$ cat src/rtl/riscv_run_pkg.sv
// Shared types and status codes for the RISC-V run controller.
package riscv_run_pkg;

    typedef enum logic [1:0] {
        IDLE = 2'd0,
        HOLD = 2'd1,
        RUN  = 2'd2,
        DONE = 2'd3
    } run_state_e;

    localparam logic [1:0] ST_NONE    = 2'b00;
    localparam logic [1:0] ST_HALT    = 2'b01;
    localparam logic [1:0] ST_TIMEOUT = 2'b10;
    localparam logic [1:0] ST_RSTFAIL = 2'b11;

endpackage

$ cat src/rtl/riscv_pc_stall_det.sv
// Self-loop detector: counts consecutive cycles in which the core's pc does not change.
module riscv_pc_stall_det #(
    parameter int unsigned XLEN        = 32,
    parameter int unsigned STALL_LIMIT = 8
) (
    input  logic            clk,
    input  logic            rst,
    input  logic            clear_i,
    input  logic            en_i,
    input  logic [XLEN-1:0] pc_i,
    output logic            stall_hit_o
);

    localparam int unsigned STALL_W = $clog2(STALL_LIMIT + 1);

    logic [XLEN-1:0]    prevPc_q, prevPc_d;
    logic               prevValid_q, prevValid_d;
    logic [STALL_W-1:0] stallCnt_q, stallCnt_d;
    logic               pcRepeat;

    // The hit fires on the comparison that completes the run of equal pcs, not one later.
    always_comb begin
        pcRepeat    = prevValid_q && (pc_i == prevPc_q);
        stall_hit_o = en_i && pcRepeat && (stallCnt_q == STALL_W'(STALL_LIMIT - 1));
        prevPc_d    = prevPc_q;
        prevValid_d = prevValid_q;
        stallCnt_d  = stallCnt_q;
        if (clear_i) begin
            prevPc_d    = '0;
            prevValid_d = 1'b0;
            stallCnt_d  = '0;
        end else if (en_i) begin
            prevPc_d    = pc_i;
            prevValid_d = 1'b1;
            stallCnt_d  = pcRepeat ? stallCnt_q + STALL_W'(1) : '0;
        end
    end

    always_ff @(posedge clk or posedge rst) begin
        if (rst) begin
            prevPc_q    <= '0;
            prevValid_q <= 1'b0;
            stallCnt_q  <= '0;
        end else begin
            prevPc_q    <= prevPc_d;
            prevValid_q <= prevValid_d;
            stallCnt_q  <= stallCnt_d;
        end
    end

endmodule

$ cat src/rtl/riscv_run_ctrl.sv
// Run controller: holds the core in reset, checks the reset vector, then runs it
// until a self-loop halt or a cycle-budget timeout, reporting a sticky status.
module riscv_run_ctrl
    import riscv_run_pkg::*;
#(
    parameter int unsigned      XLEN        = 32,
    parameter logic [XLEN-1:0]  RESET_PC    = '0,
    parameter int unsigned      HOLD_CYCLES = 4,
    parameter int unsigned      MAX_CYCLES  = 4096,
    parameter int unsigned      STALL_LIMIT = 8,
    parameter int unsigned      CNT_W       = 16
) (
    input  logic             clk,
    input  logic             rst,
    input  logic             start,
    input  logic [XLEN-1:0]  pc,
    output logic             core_rst_n,
    output logic             running,
    output logic             done,
    output logic [1:0]       status,
    output logic [CNT_W-1:0] cycle_cnt,
    output logic [XLEN-1:0]  halt_pc
);

    localparam int unsigned HOLD_W = $clog2(HOLD_CYCLES + 1);

    run_state_e        state_q, state_d;
    logic [HOLD_W-1:0] holdCnt_q, holdCnt_d;
    logic [CNT_W-1:0]  cycleCnt_q, cycleCnt_d;
    logic [1:0]        status_q, status_d;
    logic [XLEN-1:0]   haltPc_q, haltPc_d;
    logic              stallClr, stallEn, stallHit;

    riscv_pc_stall_det #(
        .XLEN       (XLEN),
        .STALL_LIMIT(STALL_LIMIT)
    ) u_stall_det (
        .clk        (clk),
        .rst        (rst),
        .clear_i    (stallClr),
        .en_i       (stallEn),
        .pc_i       (pc),
        .stall_hit_o(stallHit)
    );

    // A reset-vector mismatch ends HOLD even on its last cycle; halt outranks timeout in RUN.
    always_comb begin
        state_d    = state_q;
        holdCnt_d  = holdCnt_q;
        cycleCnt_d = cycleCnt_q;
        status_d   = status_q;
        haltPc_d   = haltPc_q;
        stallClr   = 1'b0;
        stallEn    = 1'b0;
        case (state_q)
            IDLE: begin
                if (start) begin
                    state_d   = HOLD;
                    holdCnt_d = '0;
                end
            end
            HOLD: begin
                holdCnt_d = holdCnt_q + HOLD_W'(1);
                if (pc != RESET_PC) begin
                    state_d  = DONE;
                    status_d = ST_RSTFAIL;
                    haltPc_d = pc;
                end else if (holdCnt_q == HOLD_W'(HOLD_CYCLES - 1)) begin
                    state_d    = RUN;
                    cycleCnt_d = '0;
                    stallClr   = 1'b1;
                end
            end
            RUN: begin
                stallEn    = 1'b1;
                cycleCnt_d = cycleCnt_q + CNT_W'(1);
                if (stallHit) begin
                    state_d  = DONE;
                    status_d = ST_HALT;
                    haltPc_d = pc;
                end else if (cycleCnt_q == CNT_W'(MAX_CYCLES - 1)) begin
                    state_d  = DONE;
                    status_d = ST_TIMEOUT;
                    haltPc_d = pc;
                end
            end
            DONE: begin
                if (start) begin
                    state_d    = HOLD;
                    status_d   = ST_NONE;
                    cycleCnt_d = '0;
                    holdCnt_d  = '0;
                end
            end
            default: state_d = IDLE;
        endcase
    end

    always_ff @(posedge clk or posedge rst) begin
        if (rst) begin
            state_q    <= IDLE;
            holdCnt_q  <= '0;
            cycleCnt_q <= '0;
            status_q   <= ST_NONE;
            haltPc_q   <= '0;
        end else begin
            state_q    <= state_d;
            holdCnt_q  <= holdCnt_d;
            cycleCnt_q <= cycleCnt_d;
            status_q   <= status_d;
            haltPc_q   <= haltPc_d;
        end
    end

    assign core_rst_n = (state_q == RUN);
    assign running    = (state_q == RUN);
    assign done       = (state_q == DONE);
    assign status     = status_q;
    assign cycle_cnt  = cycleCnt_q;
    assign halt_pc    = haltPc_q;

endmodule
$ cat config.mk
export PLATFORM = sky130hd
export DESIGN_NAME = riscv_run_ctrl
export DESIGN_NICKNAME = d
export VERILOG_FILES = /design/src/rtl/riscv_run_pkg.sv /design/src/rtl/riscv_pc_stall_det.sv /design/src/rtl/riscv_run_ctrl.sv
export SDC_FILE = /design/constraint.sdc
export NUM_CORES = 1
export LEC_CHECK = 0
export ABC_AREA = 1
export CORE_MARGIN = 5
export CORE_UTILIZATION = 48
export DETAILED_ROUTE_END_ITERATION = 6
export PLACE_DENSITY = 0.77
export SETUP_SLACK_MARGIN = 0.02
export SLEW_MARGIN = 20
export SYNTH_ARGS = -nofsm -noshare
export SYNTH_HDL_FRONTEND = slang
export SYNTH_SLANG_ARGS = --single-unit
export TNS_END_PERCENT = 10
$ cat constraint.sdc
create_clock -name clk -period 3 [get_ports clk]
set_clock_uncertainty 0.1 [all_clocks]
set_input_delay 0.6 -clock clk [delete_from_list [all_inputs] [get_ports clk]]
set_output_delay 0.6 -clock clk [all_outputs]
set_load 0.02 [all_outputs]
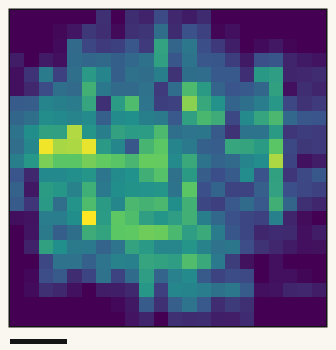
*Wire density map*
Scale bar: 20 um. 22 x 22 tiles, from dark purple (low) to yellow (high), scaled to the fullest tile. Values are wire area over tile area, all layers added.
The emptiest ninth of the die: south-east. 15% of the tiles are nearly empty. The mean over all tiles is 0.18.

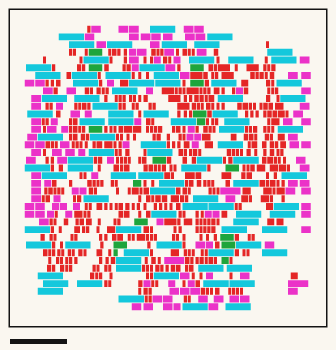
*Placement by cell class*
Scale bar: 20 um.
all other logic: in red, cells 553. flip-flops: in cyan, cells 92. clock drivers and dummy loads: in green, cells 16. other buffers and delay cells: in magenta, cells 128.

==> impl_metrics.env <==
# physical design summary
export IMPL_crit_chain="inv_1 -> ha_1 -> inv_1 -> o21ai_2 -> buf_4 -> nand3_1 -> nand2_1"
export IMPL_slew_headroom_pct=37.3
export IMPL_max_vdd_ir_drop_uv=498
export IMPL_path_delay_family="buffers and inverters"
export IMPL_synth_top_flop_cell="dfrtp_1"
export IMPL_p_sw_share_pct=44.3
export IMPL_cts_inserted_buffers=9
export IMPL_log_warning_count=31
export IMPL_firstDrtPassIters=6
export IMPL_cts_tree="done"
export IMPL_path_depth=7
export IMPL_mostFrequentLayoutCells="245 x nand2_1, 92 x dfrtp_1, 87 x clkdlybuf4s50_1, 68 x inv_1, 63 x nand3_1"
export IMPL_routed_wl_mm=14.0
export IMPL_syn_num_nets=711
export IMPL_synthArstFlopShare_pct=100
export IMPL_maxSlewViolCount=0
export IMPL_multi_input_comb_cells=479
export IMPL_cp_data_required_time_ns=3.21
export IMPL_initCoreUtil_pct=48.5
export IMPL_netlist_area_sq_um=4940
export IMPL_clk_share_pct=3.05
export IMPL_dieArea_sq_um=12400
export IMPL_cts_sinks=92
export IMPL_ant_nets=0
export IMPL_fin_crit_sh_pct=94.2
export IMPL_path_common_cell="inv_1"
export IMPL_clkSlewWorstSetupHoldPaths_ns=0.09
export IMPL_ys_flops=92
export IMPL_crit_fanout=22
export IMPL_top_cell_area_share_pct=46.6
export IMPL_yosys_stat_chipArea_sq_um=4940
export IMPL_dpl_worst_slack_ns=0.00214
export IMPL_top_power_group="combinational cells"
export IMPL_insertion_delay_ns=0.37
export IMPL_grt_pass1_wl_mm=23.6
export IMPL_power_clock_mw=0.830
export IMPL_comb_area_share_pct=35.0
export IMPL_post_cts_setup_buffer_count=0
export IMPL_largest_cell_class="sequential cells"
export IMPL_yosys_area_top_type="dfrtp_1"
export IMPL_xor_share_pct=2.83
export IMPL_dp_cells=909
export IMPL_cp_num_buf_inv=3
export IMPL_flop_count=92
export IMPL_r2r_end="halt_pc[8]"
export IMPL_p_per_area_nw_per_um2=917
export IMPL_rsz0062_at_grt="yes"
export IMPL_cts_root_buf="clkbuf_8"
export IMPL_worst_ep_arrival_time_ns=3.04
export IMPL_power_frac_clock_pct=14.1
export IMPL_hp_start="halt_pc[25]"
export IMPL_critical_path_max_stage_delay_ns=0.60
export IMPL_leakage_nw=3.18
export IMPL_synth_comb_largest_family="simple AND/OR/NAND/NOR gates"
export IMPL_globalplace_congestion=0.950
export IMPL_hold_end="halt_pc[25]"
export IMPL_layout_drive_gt1_share_pct=9.13
export IMPL_sh_seq_area_pct=36.0
export IMPL_ys_sh_mux_pct=0
export IMPL_clkbuf_count=12
export IMPL_ys_sh_simple_pct=33.4
export IMPL_cp_end_kind="flop"
export IMPL_comb_power_share_pct=50.6
export IMPL_vias_per_cell=5.25
export IMPL_use_met3_pct=5.22
export IMPL_final_instance_count_excl_fill=925
export IMPL_core_area_sq_um=10200
export IMPL_p_int_mw=3.27
export IMPL_seq_power_mw=2.07
export IMPL_reg2reg_from="state_q[0]"
export IMPL_hold_path_class="flop to flop"
export IMPL_ys_warn_count=0
export IMPL_buffer_area_share_pct=19.0
export IMPL_remaining_drc_errors=0
export IMPL_top_cells_by_count="245 x nand2_1, 92 x dfrtp_1, 69 x inv_1"
export IMPL_status="complete, no violations"
export IMPL_synth_area_per_cell_sq_um=7.41
export IMPL_grt_max_degree=93
export IMPL_critPathCapture="halt_pc[8]"
export IMPL_comb_area_sq_um=2240
export IMPL_synthCells=667
export IMPL_tns_ns=0
export IMPL_hold_ws_ns=0.376
export IMPL_cp_slowest_cell="o21ai_2"
export IMPL_tightest_slew_ns=0.936
export IMPL_busiest_layer="met2"
export IMPL_most_common_cell="nand2_1"
export IMPL_topCellsByArea="dfrtp_1 47%, nand2_1 19%, nand3_1 6.4%, inv_1 5.2%, nor2_1 3.8%"
export IMPL_drt_met1_wl_mm=5.79
export IMPL_dpl_cell_area_sq_um=6210
export IMPL_cts_resized=0
export IMPL_num_tap_cells=136
export IMPL_edf_count=0
export IMPL_aoi_share_pct=6.68
export IMPL_num_vias=4856
export IMPL_p_sw_mw=2.60
export IMPL_highest_layer="met4"
export IMPL_io_buffers=87
export IMPL_p_total_mw=5.87
export IMPL_num_nets_final=828
export IMPL_cts_max_level=3
export IMPL_ys_cells=667
export IMPL_synth_cell_types=28
export IMPL_layout_top_cell="nand2_1"
export IMPL_min_period_ns=2.83
export IMPL_routed_wl_met3_um=885
export IMPL_dr_first_iter_drc_count=369
export IMPL_met2WireLength_mm=6.91
export IMPL_place_hpwl_mm=10.5
export IMPL_fill_cells=928
export IMPL_antenna_found_initial=0
export IMPL_overflow=0
export IMPL_diodes=0
export IMPL_ys_sh_adder_pct=2.28
export IMPL_pin_count=88
export IMPL_p_comb_mw=2.97
export IMPL_r2r_cells=7
export IMPL_crit_path_start="state_q[0]"
export IMPL_grt_pass1_vias=4977
export IMPL_final_seq_area_sq_um=2300
export IMPL_reg2reg_slack_ns=0.17
export IMPL_die_y_um=111
export IMPL_inverters=74
export IMPL_hold_viol=0
export IMPL_synth_seq_share_pct=46.6
export IMPL_criticalPathCategory="flop to flop"
export IMPL_hold_buffers=0
export IMPL_row_count=37
export IMPL_drv_cap=0
export IMPL_fmax_mhz=354
export IMPL_worst_hold_path_num_cells=2
export IMPL_startpoint_type="flop"
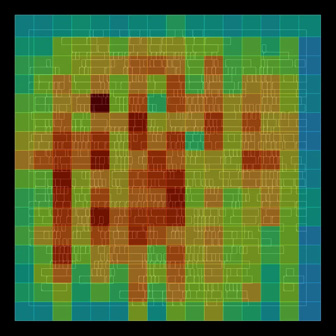
*Congestion heat map*
Total GRT Usage: 23.1%
met2 usage: 39.8%
Final Util: 62.9%
WL/cell: 15.1 um
M1 GR Usage: 28.4%

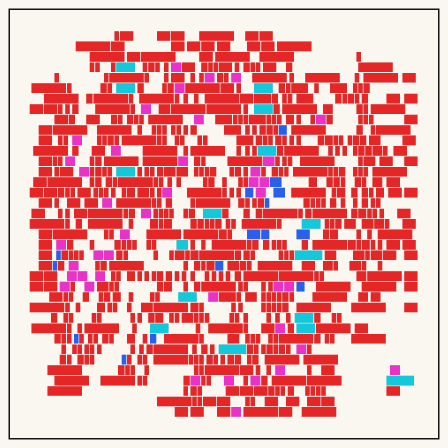
*Sizing map*
drive 2: in blue, cells 15. drive 6 and up: in cyan, cells 16. drive 1 or less: in red, cells 717. drive 3 to 4: in magenta, cells 41.
non-clock buffer count in the final layout: 128
Area Overhead vs Synth: 29.5%
worst setup margin: 0.174 ns
Design Area, Final: 6400 sq um

